[config.mk]
export PLATFORM = sky130hd
export DESIGN_NAME = hb_lsu_master_flat
export DESIGN_NICKNAME = d
export VERILOG_FILES = /design/src/rtl/hb_lsu_master_pkg.sv /design/src/rtl/hb_lsu_master_if.sv /design/src/rtl/hb_lsu_master_tmo.sv /design/src/rtl/hb_lsu_master.sv /design/src/flat_wrapper.sv
export SDC_FILE = /design/constraint.sdc
export NUM_CORES = 1
export LEC_CHECK = 0
export ABC_AREA = 0
export ABC_CLOCK_PERIOD_IN_PS = 6700
export CAP_MARGIN = 40
export CORE_AREA = 2 2 117 119
export CTS_CLUSTER_SIZE = 28
export DETAILED_ROUTE_END_ITERATION = 6
export DIE_AREA = 0 0 119 121
export GPL_TIMING_DRIVEN = 0
export PLACE_DENSITY = 0.82
export REMOVE_ABC_BUFFERS = 1
export SYNTH_ARGS = -nofsm -noshare
export SYNTH_HDL_FRONTEND = slang
export SYNTH_HIERARCHICAL = 1
export SYNTH_SLANG_ARGS = --single-unit
[constraint.sdc]
create_clock -name hb_clk -period 6.7 [get_ports hb_clk]
set_input_delay 1.34 -clock hb_clk [delete_from_list [all_inputs] [get_ports hb_clk]]
set_output_delay 1.34 -clock hb_clk [all_outputs]
set_load 0.01 [all_outputs]
[src/rtl/hb_lsu_master_pkg.sv]
// Shared XT high-speed bus definitions for core-side initiators.
// Width codes, LSU state encoding and load-extension helper.
package hb_lsu_master_pkg;

   localparam logic [1:0] W_BYTE  = 2'b00;
   localparam logic [1:0] W_HALF  = 2'b01;
   localparam logic [1:0] W_WORD  = 2'b10;
   localparam logic [1:0] W_DWORD = 2'b11;

   typedef logic [2:0] lsu_state_t;

   localparam lsu_state_t S_IDLE    = 3'd0;
   localparam lsu_state_t S_RD_REQ  = 3'd1;
   localparam lsu_state_t S_RD_WAIT = 3'd2;
   localparam lsu_state_t S_WR_REQ  = 3'd3;
   localparam lsu_state_t S_WR_WAIT = 3'd4;

   function automatic logic req_bad(
      input logic [1:0] width,
      input logic [1:0] addr_lo
   );
      return (width == W_DWORD)
          || (width == W_HALF && addr_lo[0])
          || (width == W_WORD && addr_lo != 2'b00);
   endfunction

   function automatic logic [31:0] load_extend(
      input logic [1:0]  width,
      input logic        uns,
      input logic [31:0] data
   );
      logic [31:0] r;
      r = data;
      case (width)
         W_BYTE:  r = {{24{~uns & data[7]}}, data[7:0]};
         W_HALF:  r = {{16{~uns & data[15]}}, data[15:0]};
         default: r = data;
      endcase
      return r;
   endfunction

endpackage

[src/rtl/hb_lsu_master_if.sv]
// XT high-speed bus request/response signals between
// an initiator (master) and a data-RAM/peripheral slave.
interface hb_lsu_master_if;

   logic [31:0] hb_raddr;
   logic [31:0] hb_waddr;
   logic [31:0] hb_wdata;
   logic [1:0]  hb_write_width;
   logic        hb_ren;
   logic        hb_wen;
   logic [31:0] hb_rdata;
   logic        hb_read_finish;
   logic        hb_write_finish;

   modport master (
      output hb_raddr, hb_waddr, hb_wdata, hb_write_width,
      output hb_ren, hb_wen,
      input  hb_rdata, hb_read_finish, hb_write_finish
   );

   modport slave (
      input  hb_raddr, hb_waddr, hb_wdata, hb_write_width,
      input  hb_ren, hb_wen,
      output hb_rdata, hb_read_finish, hb_write_finish
   );

endinterface

[src/rtl/hb_lsu_master_tmo.sv]
// Finish-handshake watchdog; reusable by other bus initiators.
// hit fires on the wait cycle that would bring the count to TIMEOUT_CYCLES.
module hb_lsu_master_tmo #(
   parameter int TIMEOUT_CYCLES = 16,
   parameter int CNT_W          = $clog2(TIMEOUT_CYCLES + 1)
) (
   input  logic clk,
   input  logic rst_n,
   input  logic clr,
   input  logic inc,
   output logic hit
);

   logic [CNT_W-1:0] cnt_q;
   logic [CNT_W-1:0] cnt_d;

   always_comb begin
      cnt_d = cnt_q;
      if (clr) begin
         cnt_d = '0;
      end else if (inc) begin
         cnt_d = cnt_q + CNT_W'(1);
      end
   end

   assign hit = inc && (cnt_q == CNT_W'(TIMEOUT_CYCLES - 1));

   always_ff @(posedge clk or negedge rst_n) begin
      if (!rst_n) begin
         cnt_q <= '0;
      end else begin
         cnt_q <= cnt_d;
      end
   end

endmodule

[src/rtl/hb_lsu_master.sv]
// Core-side load/store initiator for the XT high-speed bus.
// One outstanding transaction; all outputs registered.
module hb_lsu_master
   import hb_lsu_master_pkg::*;
#(
   parameter int TIMEOUT_CYCLES = 16,
   parameter int CNT_W          = $clog2(TIMEOUT_CYCLES + 1)
) (
   input  logic             hb_clk,
   input  logic             hb_rst_n,
   input  logic             req_valid,
   input  logic             req_write,
   input  logic [31:0]      req_addr,
   input  logic [1:0]       req_width,
   input  logic             req_unsigned,
   input  logic [31:0]      req_wdata,
   output logic             req_ready,
   output logic             rsp_done,
   output logic             rsp_error,
   output logic [31:0]      rsp_rdata,
   hb_lsu_master_if.master  bus
);

   lsu_state_t  state_q, state_d;
   logic        ready_q, ready_d;
   logic        done_q, done_d;
   logic        err_q, err_d;
   logic [31:0] rdata_q, rdata_d;
   logic        ren_q, ren_d;
   logic        wen_q, wen_d;
   logic [31:0] raddr_q, raddr_d;
   logic [31:0] waddr_q, waddr_d;
   logic [31:0] wdata_q, wdata_d;
   logic [1:0]  width_q, width_d;
   logic        uns_q, uns_d;
   logic        tmo_clr, tmo_inc, tmo_hit;

   assign tmo_inc = (state_q == S_RD_WAIT && !bus.hb_read_finish)
                 || (state_q == S_WR_WAIT && !bus.hb_write_finish);
   assign tmo_clr = !(state_q == S_RD_WAIT || state_q == S_WR_WAIT);

   hb_lsu_master_tmo #(
      .TIMEOUT_CYCLES (TIMEOUT_CYCLES),
      .CNT_W          (CNT_W)
   ) u_tmo (
      .clk   (hb_clk),
      .rst_n (hb_rst_n),
      .clr   (tmo_clr),
      .inc   (tmo_inc),
      .hit   (tmo_hit)
   );

   always_comb begin
      state_d = state_q;
      ready_d = ready_q;
      done_d  = 1'b0;
      err_d   = 1'b0;
      rdata_d = '0;
      ren_d   = 1'b0;
      wen_d   = wen_q;
      raddr_d = raddr_q;
      waddr_d = waddr_q;
      wdata_d = wdata_q;
      width_d = width_q;
      uns_d   = uns_q;
      case (state_q)
         S_IDLE: begin
            if (req_valid) begin
               if (req_bad(req_width, req_addr[1:0])) begin
                  // rejected without touching the bus
                  done_d = 1'b1;
                  err_d  = 1'b1;
               end else begin
                  ready_d = 1'b0;
                  width_d = req_width;
                  uns_d   = req_unsigned;
                  if (req_write) begin
                     waddr_d = req_addr;
                     wdata_d = req_wdata;
                     wen_d   = 1'b1;
                     state_d = S_WR_REQ;
                  end else begin
                     raddr_d = req_addr;
                     ren_d   = 1'b1;
                     state_d = S_RD_REQ;
                  end
               end
            end
         end
         S_RD_REQ: begin
            state_d = S_RD_WAIT;
         end
         S_RD_WAIT: begin
            if (bus.hb_read_finish) begin
               done_d  = 1'b1;
               rdata_d = load_extend(width_q, uns_q, bus.hb_rdata);
               ready_d = 1'b1;
               state_d = S_IDLE;
            end else if (tmo_hit) begin
               done_d  = 1'b1;
               err_d   = 1'b1;
               ready_d = 1'b1;
               state_d = S_IDLE;
            end
         end
         S_WR_REQ, S_WR_WAIT: begin
            if (bus.hb_write_finish || tmo_hit) begin
               done_d  = 1'b1;
               err_d   = !bus.hb_write_finish;
               wen_d   = 1'b0;
               ready_d = 1'b1;
               state_d = S_IDLE;
            end else begin
               state_d = S_WR_WAIT;
            end
         end
         default: begin
            state_d = S_IDLE;
            ready_d = 1'b1;
            wen_d   = 1'b0;
         end
      endcase
   end

   always_ff @(posedge hb_clk or negedge hb_rst_n) begin
      if (!hb_rst_n) begin
         state_q <= S_IDLE;
         ready_q <= 1'b1;
         done_q  <= 1'b0;
         err_q   <= 1'b0;
         rdata_q <= '0;
         ren_q   <= 1'b0;
         wen_q   <= 1'b0;
         raddr_q <= '0;
         waddr_q <= '0;
         wdata_q <= '0;
         width_q <= '0;
         uns_q   <= 1'b0;
      end else begin
         state_q <= state_d;
         ready_q <= ready_d;
         done_q  <= done_d;
         err_q   <= err_d;
         rdata_q <= rdata_d;
         ren_q   <= ren_d;
         wen_q   <= wen_d;
         raddr_q <= raddr_d;
         waddr_q <= waddr_d;
         wdata_q <= wdata_d;
         width_q <= width_d;
         uns_q   <= uns_d;
      end
   end

   assign req_ready          = ready_q;
   assign rsp_done           = done_q;
   assign rsp_error          = err_q;
   assign rsp_rdata          = rdata_q;
   assign bus.hb_ren         = ren_q;
   assign bus.hb_wen         = wen_q;
   assign bus.hb_raddr       = raddr_q;
   assign bus.hb_waddr       = waddr_q;
   assign bus.hb_wdata       = wdata_q;
   assign bus.hb_write_width = width_q;

endmodule

[src/flat_wrapper.sv]
// flat-port wrapper written by rule: the top's interface ports become plain ports
module hb_lsu_master_flat import hb_lsu_master_pkg::*;
#(
   parameter int TIMEOUT_CYCLES = 16,
   parameter int CNT_W          = $clog2(TIMEOUT_CYCLES + 1)
)
  (hb_clk, hb_rst_n, req_valid, req_write, req_addr, req_width, req_unsigned, req_wdata, req_ready, rsp_done, rsp_error, rsp_rdata, bus_hb_raddr, bus_hb_waddr, bus_hb_wdata, bus_hb_write_width, bus_hb_ren, bus_hb_wen, bus_hb_rdata, bus_hb_read_finish, bus_hb_write_finish);
  hb_lsu_master_if bus_i ();
  input  logic hb_clk;
  input  logic hb_rst_n;
  input  logic req_valid;
  input  logic req_write;
  input  logic [31:0] req_addr;
  input  logic [1:0] req_width;
  input  logic req_unsigned;
  input  logic [31:0] req_wdata;
  output logic req_ready;
  output logic rsp_done;
  output logic rsp_error;
  output logic [31:0] rsp_rdata;
  output wire logic [$bits(bus_i.hb_raddr)-1:0] bus_hb_raddr;
  output wire logic [$bits(bus_i.hb_waddr)-1:0] bus_hb_waddr;
  output wire logic [$bits(bus_i.hb_wdata)-1:0] bus_hb_wdata;
  output wire logic [$bits(bus_i.hb_write_width)-1:0] bus_hb_write_width;
  output wire logic [$bits(bus_i.hb_ren)-1:0] bus_hb_ren;
  output wire logic [$bits(bus_i.hb_wen)-1:0] bus_hb_wen;
  input wire logic [$bits(bus_i.hb_rdata)-1:0] bus_hb_rdata;
  input wire logic [$bits(bus_i.hb_read_finish)-1:0] bus_hb_read_finish;
  input wire logic [$bits(bus_i.hb_write_finish)-1:0] bus_hb_write_finish;
  assign bus_hb_raddr = bus_i.hb_raddr;
  assign bus_hb_waddr = bus_i.hb_waddr;
  assign bus_hb_wdata = bus_i.hb_wdata;
  assign bus_hb_write_width = bus_i.hb_write_width;
  assign bus_hb_ren = bus_i.hb_ren;
  assign bus_hb_wen = bus_i.hb_wen;
  assign bus_i.hb_rdata = bus_hb_rdata;
  assign bus_i.hb_read_finish = bus_hb_read_finish;
  assign bus_i.hb_write_finish = bus_hb_write_finish;
  hb_lsu_master #(.TIMEOUT_CYCLES(TIMEOUT_CYCLES), .CNT_W(CNT_W)) u_core (.hb_clk(hb_clk), .hb_rst_n(hb_rst_n), .req_valid(req_valid), .req_write(req_write), .req_addr(req_addr), .req_width(req_width), .req_unsigned(req_unsigned), .req_wdata(req_wdata), .req_ready(req_ready), .rsp_done(rsp_done), .rsp_error(rsp_error), .rsp_rdata(rsp_rdata), .bus(bus_i));
endmodule
Cell area per tile:
(2 px per um) The die is cut into 12 by 12 equal tiles; dark purple is low, yellow is high, 0 to 100% covered.
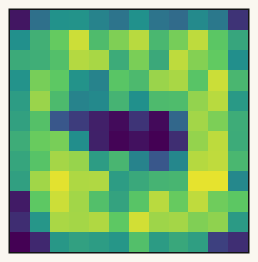
nearly empty tiles: 2.1%
tiles over 75% full: 34%
fullest tile: 96%
emptiest ninth of the die: middle
mean over tiles: 61%
Final Util: 0.687
area of the core: 13,100 um^2
fp util: 0.441

Nets reached from selected ports:
(3 px per um)
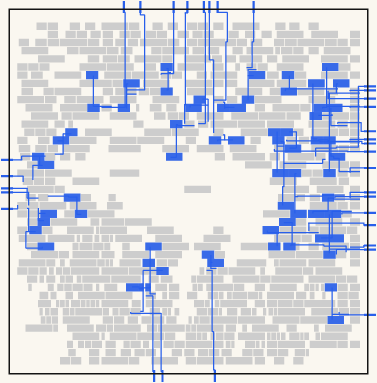
legend:
  blue:
    port: req_addr
    bits: 32
    direction: input
    edge: 16 right, 8 top, 5 left, 3 bottom
    end_cells: 66
    buffers: 32
    wire: 1,250 um
num ports: 240
port bufs: 239

Sequential cells colored by netlist name:
(3 px per um) Other sequential cells in the stronger gray, the rest of the logic in the fainter gray.
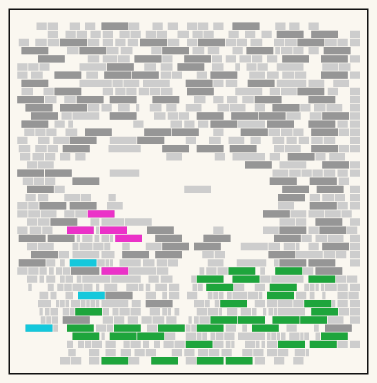
legend:
  green:
    signal: u_core/rsp_rdata
    placed_flops: 32
  magenta:
    signal: u_core/u_tmo/cnt_q
    placed_flops: 5
  cyan:
    signal: u_core/state_q
    placed_flops: 3
not colored: 104
sequential cell power: 0.00138 W
Flop area: 3600 um^2
Seq area share: 0.401

The clock network:
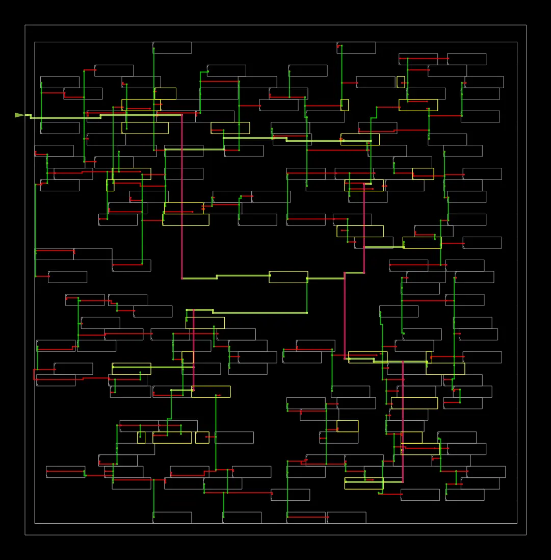
Clock Buffer Count: 22
Inserted Clock Buffers: 17
Clock Sinks: 144

==> placed cells by master, fill, tap and decap left out, types with 3 or more instances in the layout <==
cell             instances
buf_16                   4
clkbuf_8                 4
and2_1                   9
bufinv_16                4
nor2b_1                  3
o21ai_0                 13
inv_1                   20
clkdlybuf4s50_1        238
a21oi_1                 31
nand2_1                  3
mux2i_1                  3
clkinv_2                 4
nor2_1                   8
mux2_4                  30
clkbuf_16               17
mux2_2                  70
dfrtp_1                143
==> path summary, 6_finish.rpt <==
path / from / to / slack (ns) / cells past startpoint
worst max-delay path: bus_hb_write_finish / u_core/bus.hb_wen / 2.69 / 8
worst min-delay path: u_core/bus.hb_wdata[6] / u_core/bus.hb_wdata[6] / 0.50 / 1
worst max register to register: u_core/state_q[1] / u_core/bus.hb_wen / 3.61 / 7
worst min register to register: u_core/bus.hb_wdata[6] / u_core/bus.hb_wdata[6] / 0.50 / 1
max in group asynchronous: hb_rst_n / u_core/req_ready / 4.95 / 2
min in group asynchronous: hb_rst_n / u_core/bus.hb_raddr[23] / 0.90 / 1
==> power breakdown <==
group	switching [W]	internal (W)	total, W
sequential	0.000193	0.00118	0.00138
clock	0.000345	0.000661	0.00101
combinational	0.000471	0.000852	0.00132
total	0.00101	0.00270	0.00371
==> metrics by stage <==
step	hold WS [ns]	power [W]	area, um^2	std cells
after floorplan	0.489	0.00189	5580	368
after global placement	0.476	0.00267	8190	783
after detailed placement	0.492	0.00272	8340	789
after CTS	0.505	0.00375	8980	821
after global routing	0.519	0.00388	8980	821
final	0.501	0.00371	8980	821
==> kinds of logic after synthesis <==
kind of cell | Yosys count
muxes | 103
buffers and inverters | 40
AOI/OAI and AO/OA | 55
DFF | 144
adders and majority gates | 2
and+or+nand+nor | 43
xor gates and xnor gates | 1
==> results.py <==
# Auto-generated metrics
metrics = {
    "layout": {
        "logic_gates": 204,
        "final-comb-area_um2": 1910,
        "n_all_buffers": 245,
        "largest_class": "flip-flops and latches",
    },
    "global_route": {
        "grt_usage": 0.195,
        "grtUsageMet3": 0.0653,
    },
    "yosys": {
        "edf_count": 0,
        "synth-compound-area-share": 0.0551,
        "netlist_top_cells_area": "dfrtp_1 (62%), mux2_2 (14%), mux2_4 (7.8%)",
        "synth_cell_types": 43,
        "common_cells": "dfrtp_1 (143), mux2_2 (70), a21oi_1 (31)",
        "yosys_cells": 388,
        "synthAdderAreaFrac": 0.00434,
    },
    "detailed_routing": {
        "dr.pass1.iters": 4,
        "wl_per_cell_um": 16.9,
        "drc": 0,
    },
    "sta": {
        "slew_headroom": 0.407,
        "finalCritPeriodShare": 0.599,
    },
    "cts": {
        "cts_hold_buf": 0,
        "clock_latency_ns": 0.41,
    },
    "die": {
        "dieWidth_um": 119,
        "well_tap_count": 176,
    },
    "status": {
        "status": "complete, no violations",
    },
    "min_path": {
        "min_path_type": "register to register",
    },
    "setup_path": {
        "path_buffers": 1,
    },
}
Power is estimated from default activity; no workload was simulated.
